**config.mk**
```make
export PLATFORM = sky130hd
export DESIGN_NAME = microcode_sequencer
export DESIGN_NICKNAME = d
export VERILOG_FILES = /design/src/rtl/microcode_sequencer.sv
export SDC_FILE = /design/constraint.sdc
export NUM_CORES = 1
export LEC_CHECK = 0
export ABC_CLOCK_PERIOD_IN_PS = 1800
export CORE_ASPECT_RATIO = 1.5
export CORE_MARGIN = 4
export CORE_UTILIZATION = 46
export CTS_CLUSTER_DIAMETER = 200
export DETAILED_ROUTE_END_ITERATION = 10
export GPL_ROUTABILITY_DRIVEN = 0
export PLACE_DENSITY_LB_ADDON = 0.1
export SLEW_MARGIN = 10
export SYNTH_ARGS = -nofsm -noshare
export SYNTH_HDL_FRONTEND = slang
export SYNTH_SLANG_ARGS = --single-unit
```
**constraint.sdc**
```tcl
create_clock -name clk -period 1.8 [get_ports clk]
set_input_delay 0.36 -clock clk [delete_from_list [all_inputs] [get_ports clk]]
set_output_delay 0.36 -clock clk [all_outputs]
set_load 0.02 [all_outputs]
```
**src/rtl/microcode_sequencer.sv**
```systemverilog
// Microcode sequencer: steps a ROM program through fetch/read/calc/write phases,
// drives RAM port addresses and the PE control vector, with nested hardware loops.
module microcode_sequencer #(
  parameter int unsigned ROM_AW  = 9,
  parameter int unsigned RAM_AW  = 6,
  parameter int unsigned TIMES_W = 9,
  parameter int unsigned NLOOP   = 2,
  parameter int unsigned CNT_W   = 9,
  parameter logic [NLOOP*ROM_AW-1:0] LOOP_START = {9'd288, 9'd21},
  parameter logic [NLOOP*ROM_AW-1:0] LOOP_END   = {9'd301, 9'd116},
  parameter logic [NLOOP*CNT_W-1:0]  LOOP_CNT   = {9'd294, 9'd294},
  parameter logic [RAM_AW-1:0] CMD_ADD   = RAM_AW'(4),
  parameter logic [RAM_AW-1:0] CMD_SUB   = RAM_AW'(8),
  parameter logic [RAM_AW-1:0] CMD_CUBIC = RAM_AW'(16)
) (
  input  logic                            clk,
  input  logic                            reset,
  input  logic                            start,
  output logic [ROM_AW-1:0]               rom_addr,
  input  logic [3*RAM_AW+2+TIMES_W-1:0]   rom_q,
  output logic [RAM_AW-1:0]               ram_a_addr,
  output logic [RAM_AW-1:0]               ram_b_addr,
  output logic                            ram_b_w,
  output logic [10:0]                     pe,
  output logic                            busy,
  output logic                            done
);

  typedef enum logic [2:0] {
    IDLE, FETCH, READ_SRC1, READ_SRC2, CALC, WAIT, WRITE, DON
  } state_t;

  typedef enum logic [1:0] {OP_ADD, OP_SUB, OP_CUBIC, OP_MULT} op_t;

  state_t              state_q, state_d;
  logic [TIMES_W-1:0]  count;
  logic [CNT_W-1:0]    rem [NLOOP];
  logic [10:0]         pe_d;
  logic [ROM_AW-1:0]   addr_nxt;
  logic [NLOOP-1:0]    jump_sel;
  logic [NLOOP-1:0]    rearm;
  logic                jump_found;

  logic [RAM_AW-1:0]   dest, src1, src2;
  logic [TIMES_W-1:0]  times;
  op_t                 op;

  assign src2  = rom_q[RAM_AW-1:0];
  assign times = rom_q[RAM_AW +: TIMES_W];
  assign op    = op_t'(rom_q[RAM_AW+TIMES_W +: 2]);
  assign src1  = rom_q[RAM_AW+TIMES_W+2 +: RAM_AW];
  assign dest  = rom_q[2*RAM_AW+TIMES_W+2 +: RAM_AW];

  assign busy = (state_q != IDLE);

  // Only the lowest-index active loop jumps; every exhausted loop ending here re-arms.
  always_comb begin
    jump_found = 1'b0;
    jump_sel   = '0;
    rearm      = '0;
    addr_nxt   = rom_addr + ROM_AW'(1);
    for (int unsigned k = 0; k < NLOOP; k++) begin
      if (rom_addr == LOOP_END[k*ROM_AW +: ROM_AW]) begin
        if (rem[k] == '0) begin
          rearm[k] = 1'b1;
        end else if (!jump_found) begin
          jump_found  = 1'b1;
          jump_sel[k] = 1'b1;
          addr_nxt    = LOOP_START[k*ROM_AW +: ROM_AW];
        end
      end
    end
  end

  always_ff @(posedge clk or posedge reset) begin
    if (reset) state_q <= IDLE;
    else       state_q <= state_d;
  end

  always_comb begin
    state_d    = state_q;
    ram_a_addr = '0;
    ram_b_addr = '0;
    ram_b_w    = 1'b0;
    pe_d       = '0;
    case (state_q)
      IDLE:  if (start) state_d = FETCH;
      FETCH: state_d = READ_SRC1;
      READ_SRC1: begin
        state_d    = READ_SRC2;
        ram_a_addr = src1;
        case (op)
          OP_ADD:   begin ram_b_addr = CMD_ADD;   pe_d = 11'b11001000000; end
          OP_SUB:   begin ram_b_addr = CMD_SUB;   pe_d = 11'b11001000000; end
          OP_CUBIC: begin ram_b_addr = CMD_CUBIC; pe_d = 11'b11111000000; end
          default:  begin ram_b_addr = '0;        pe_d = 11'b11110000000; end
        endcase
      end
      READ_SRC2: begin
        state_d    = (times == '0) ? DON : CALC;
        ram_a_addr = src2;
        ram_b_addr = src2;
        case (op)
          OP_ADD, OP_SUB: pe_d = 11'b00110000000;
          OP_CUBIC:       pe_d = '0;
          default:        pe_d = 11'b00001000000;
        endcase
      end
      CALC: begin
        if (count == TIMES_W'(1)) state_d = WAIT;
        case (op)
          OP_ADD, OP_SUB: pe_d = 11'b00000010001;
          OP_CUBIC:       pe_d = 11'b01010000001;
          default:        pe_d = 11'b00000111111;
        endcase
      end
      WAIT: state_d = WRITE;
      WRITE: begin
        state_d    = READ_SRC1;
        ram_b_addr = dest;
        ram_b_w    = 1'b1;
      end
      DON:     state_d = IDLE;
      default: state_d = IDLE;
    endcase
  end

  always_ff @(posedge clk or posedge reset) begin
    if (reset) begin
      rom_addr <= '0;
      count    <= '0;
      pe       <= '0;
      done     <= 1'b0;
      for (int unsigned k = 0; k < NLOOP; k++) rem[k] <= LOOP_CNT[k*CNT_W +: CNT_W];
    end else begin
      pe   <= pe_d;
      done <= (state_q == DON);
      case (state_q)
        READ_SRC1: count <= times;
        CALC:      count <= count - TIMES_W'(1);
        WAIT: begin
          rom_addr <= addr_nxt;
          for (int unsigned k = 0; k < NLOOP; k++) begin
            if (jump_sel[k])   rem[k] <= rem[k] - CNT_W'(1);
            else if (rearm[k]) rem[k] <= LOOP_CNT[k*CNT_W +: CNT_W];
          end
        end
        DON: begin
          rom_addr <= '0;
          for (int unsigned k = 0; k < NLOOP; k++) rem[k] <= LOOP_CNT[k*CNT_W +: CNT_W];
        end
        default: ;
      endcase
    end
  end

endmodule

```
### Clock network drawn from the DEF

(6 px per um)
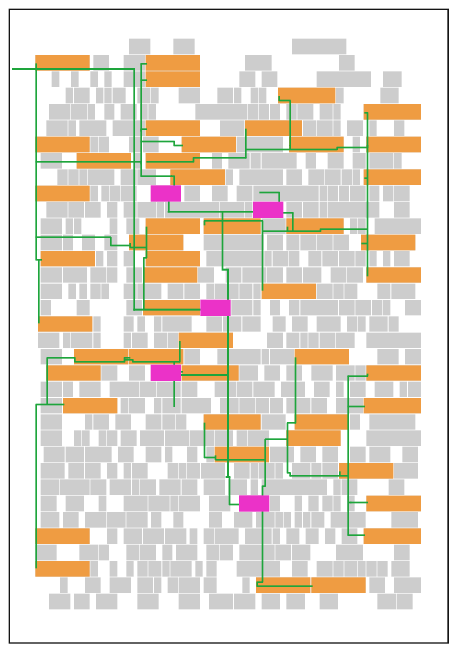
Magenta marks clock-net drivers, count 5. Green marks clock wires, length 631 um. Orange marks flip-flops, count 48.
Position of the flops: all over the die.
worst-skew pair later-pin latency: 0.31 ns
Clk. pwr: 961 uW
Fin Clk Skew: 0.0183 ns
portion of total power attributed to the clock network: 15.9%

### Register map, names as in the netlist

(4 px per um) Other sequential cells in the stronger gray, the rest of the logic in the fainter gray.
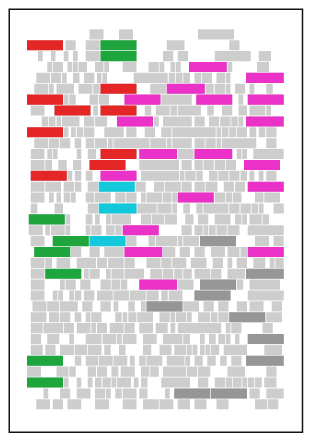
Red marks `count`, placed flops 9, where north-west. Magenta marks `rem`, placed flops 18. Cyan marks `state_q`, placed flops 3. Green marks `pe`, placed flops 8.
Another 10 sequential cells are not colored.
total sequential power: 1740 uW
area used by sequential logic in the layout: 1210 um^2
share of the final layout cell area in sequential cells: 25.5%
final standard cell utilization of the core: 77.7%

### Placed cells, one color a class

(4 px per um) Fill, decap, tap and diode cells in gray.
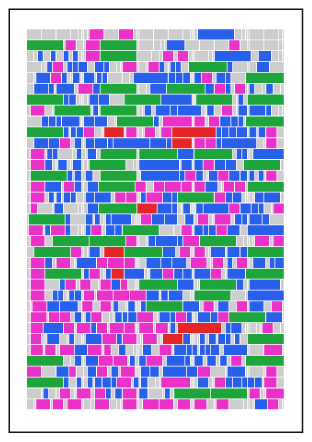
Green marks registers, cells 48, share of their area 26%. Red marks clock drivers and dummy loads, cells 8, share of their area 2.9%. Blue marks remaining logic cells, cells 281, share of their area 42%. Magenta marks remaining buffers and delay cells, cells 155, share of their area 29%.
placeable core region: 6130 um^2
number of rows created at floorplan: 35

### Routing congestion

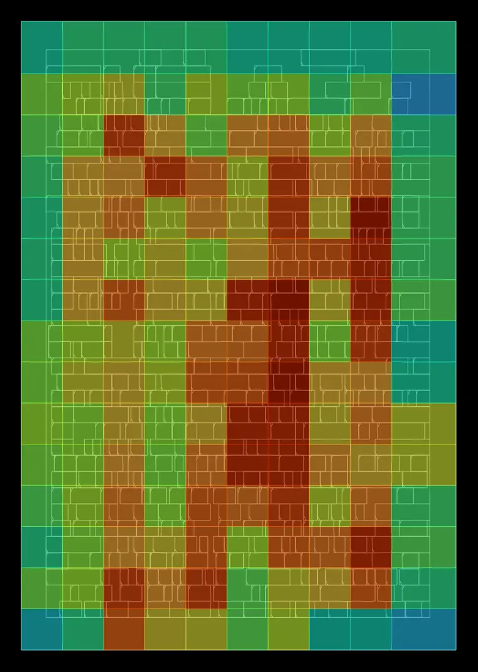
routed len/inst: 17.1 um
layer with the highest usage: met2
met3 GRT Util: 3.72%
met2 track demand over resource: 46.6%

==> results.rst <==
Metrics
=======

.. list-table::
   :header-rows: 1

   * - Metric
     - Value
   * - HPWL after detailed placement
     - 6730 um
   * - Final setup violation count
     - 11
   * - Vias in the first global route
     - 3,291
   * - Ys cells
     - 345
   * - Compound-Gate Fraction of Synth Area
     - between 10% and 20%
   * - Layout Cells excl Fill
     - around 570
   * - Slew at the pin closest to its max-slew limit
     - 0.469 ns
   * - Register bit total from synthesis
     - 48
   * - Yosys-reported design area after synthesis
     - 2910 um^2
   * - Antenna cell count
     - 0
   * - Logic gate share of total power
     - 55.2%
   * - Largest combinational cell category by area
     - simple AND/OR/NAND/NOR gates
   * - Top sig layer
     - met4
   * - Total of cells resized after clock tree synthesis
     - 104
   * - Most numerous logic cells after layout
     - buf_4, nand2_1, clkdlybuf4s50_1
   * - Post-layout min period
     - 1.86 ns
   * - Adder-Cell Fraction of Synth Area
     - roughly 3.4%
   * - Run status
     - finished, violations left
   * - Yosys cell types
     - approximately 60
   * - Share of final layout cell area taken by clock buffers and inverters
     - 2.89%
   * - Maximum vdd ir drop
     - 0.00104 V
   * - Total number of multi-input combinational cells
     - roughly 260
   * - Worst slew slack as a fraction of its limit
     - 68.5%
   * - WL met3
     - roughly 330 um
   * - Most common cell after layout, fill and taps aside
     - buf_4
   * - # Post-CTS Setup Buffers
     - 12
   * - Seq/Total Area, Yosys
     - 41.7%
   * - Total Routed Length
     - 9650 um
   * - Number of clock buffers inserted by TritonCTS
     - 5
   * - Slowest Stage Delay on Critical Path
     - 0.45 ns
   * - Max Fanout on Critical Path
     - 5
   * - Inverter count of the layout excluding clock inverters
     - 20
   * - Initial standard-cell utilization of the core
     - 47.4%
   * - Minimum setup slack in the final design
     - -0.0558 ns
   * - Cell count after synthesis
     - 345
   * - Leakage power of the design
     - 0.00216 uW
   * - Share of the synthesized area in the top cell type
     - 34.4%
   * - Nature of the critical path endpoint
     - flop
   * - Cell family with the largest share of critical-path delay
     - simple AND/OR/NAND/NOR gates
   * - Post-placement worst setup slack
     - -0.570 ns
   * - Violations in the final reports
     - setup timing
   * - Critical path's slowest cell
     - dfrtp_2
   * - Multi-input gate area in the final layout
     - approximately 1900 um^2
   * - Unrepaired setup endpoints after global routing
     - yes
   * - Number of warnings printed during yosys synthesis
     - 0
   * - Vias per inst
     - 5.61
   * - Internal power
     - 3600 uW
   * - Area of all placed cells without fillers
     - approximately 4800 um^2
worst paths after layout:
check                      cells after the start  slack [ns]         from           to
min in group clk                               1        0.50     count[8]     count[8]
max reg2reg                                    8       -0.06  rom_addr[0]  rom_addr[0]
max                                            8       -0.06  rom_addr[0]  rom_addr[0]
min                                            3        0.39        reset  rom_addr[5]
min reg2reg                                    1        0.50     count[8]     count[8]
max in group asynchronous                      3        1.11        reset      rem[14]
power by group through the flow:
stage               registers (uW)  logic, uW  clock network, uW
detailed placement            1700       2870                  0
CTS                           1710       2930                969
global placement              1690       2820                  0
floorplan                     1740       1460                  0
finish                        1740       3340                961
global route                  1780       3610               1000
state kept, by name, summed over array words and instances, names as in the netlist:
name      cells
state_q       3
pe            8
rem          18
rom_addr      9
count         9
done          1
Power and IR drop assume default switching activity.
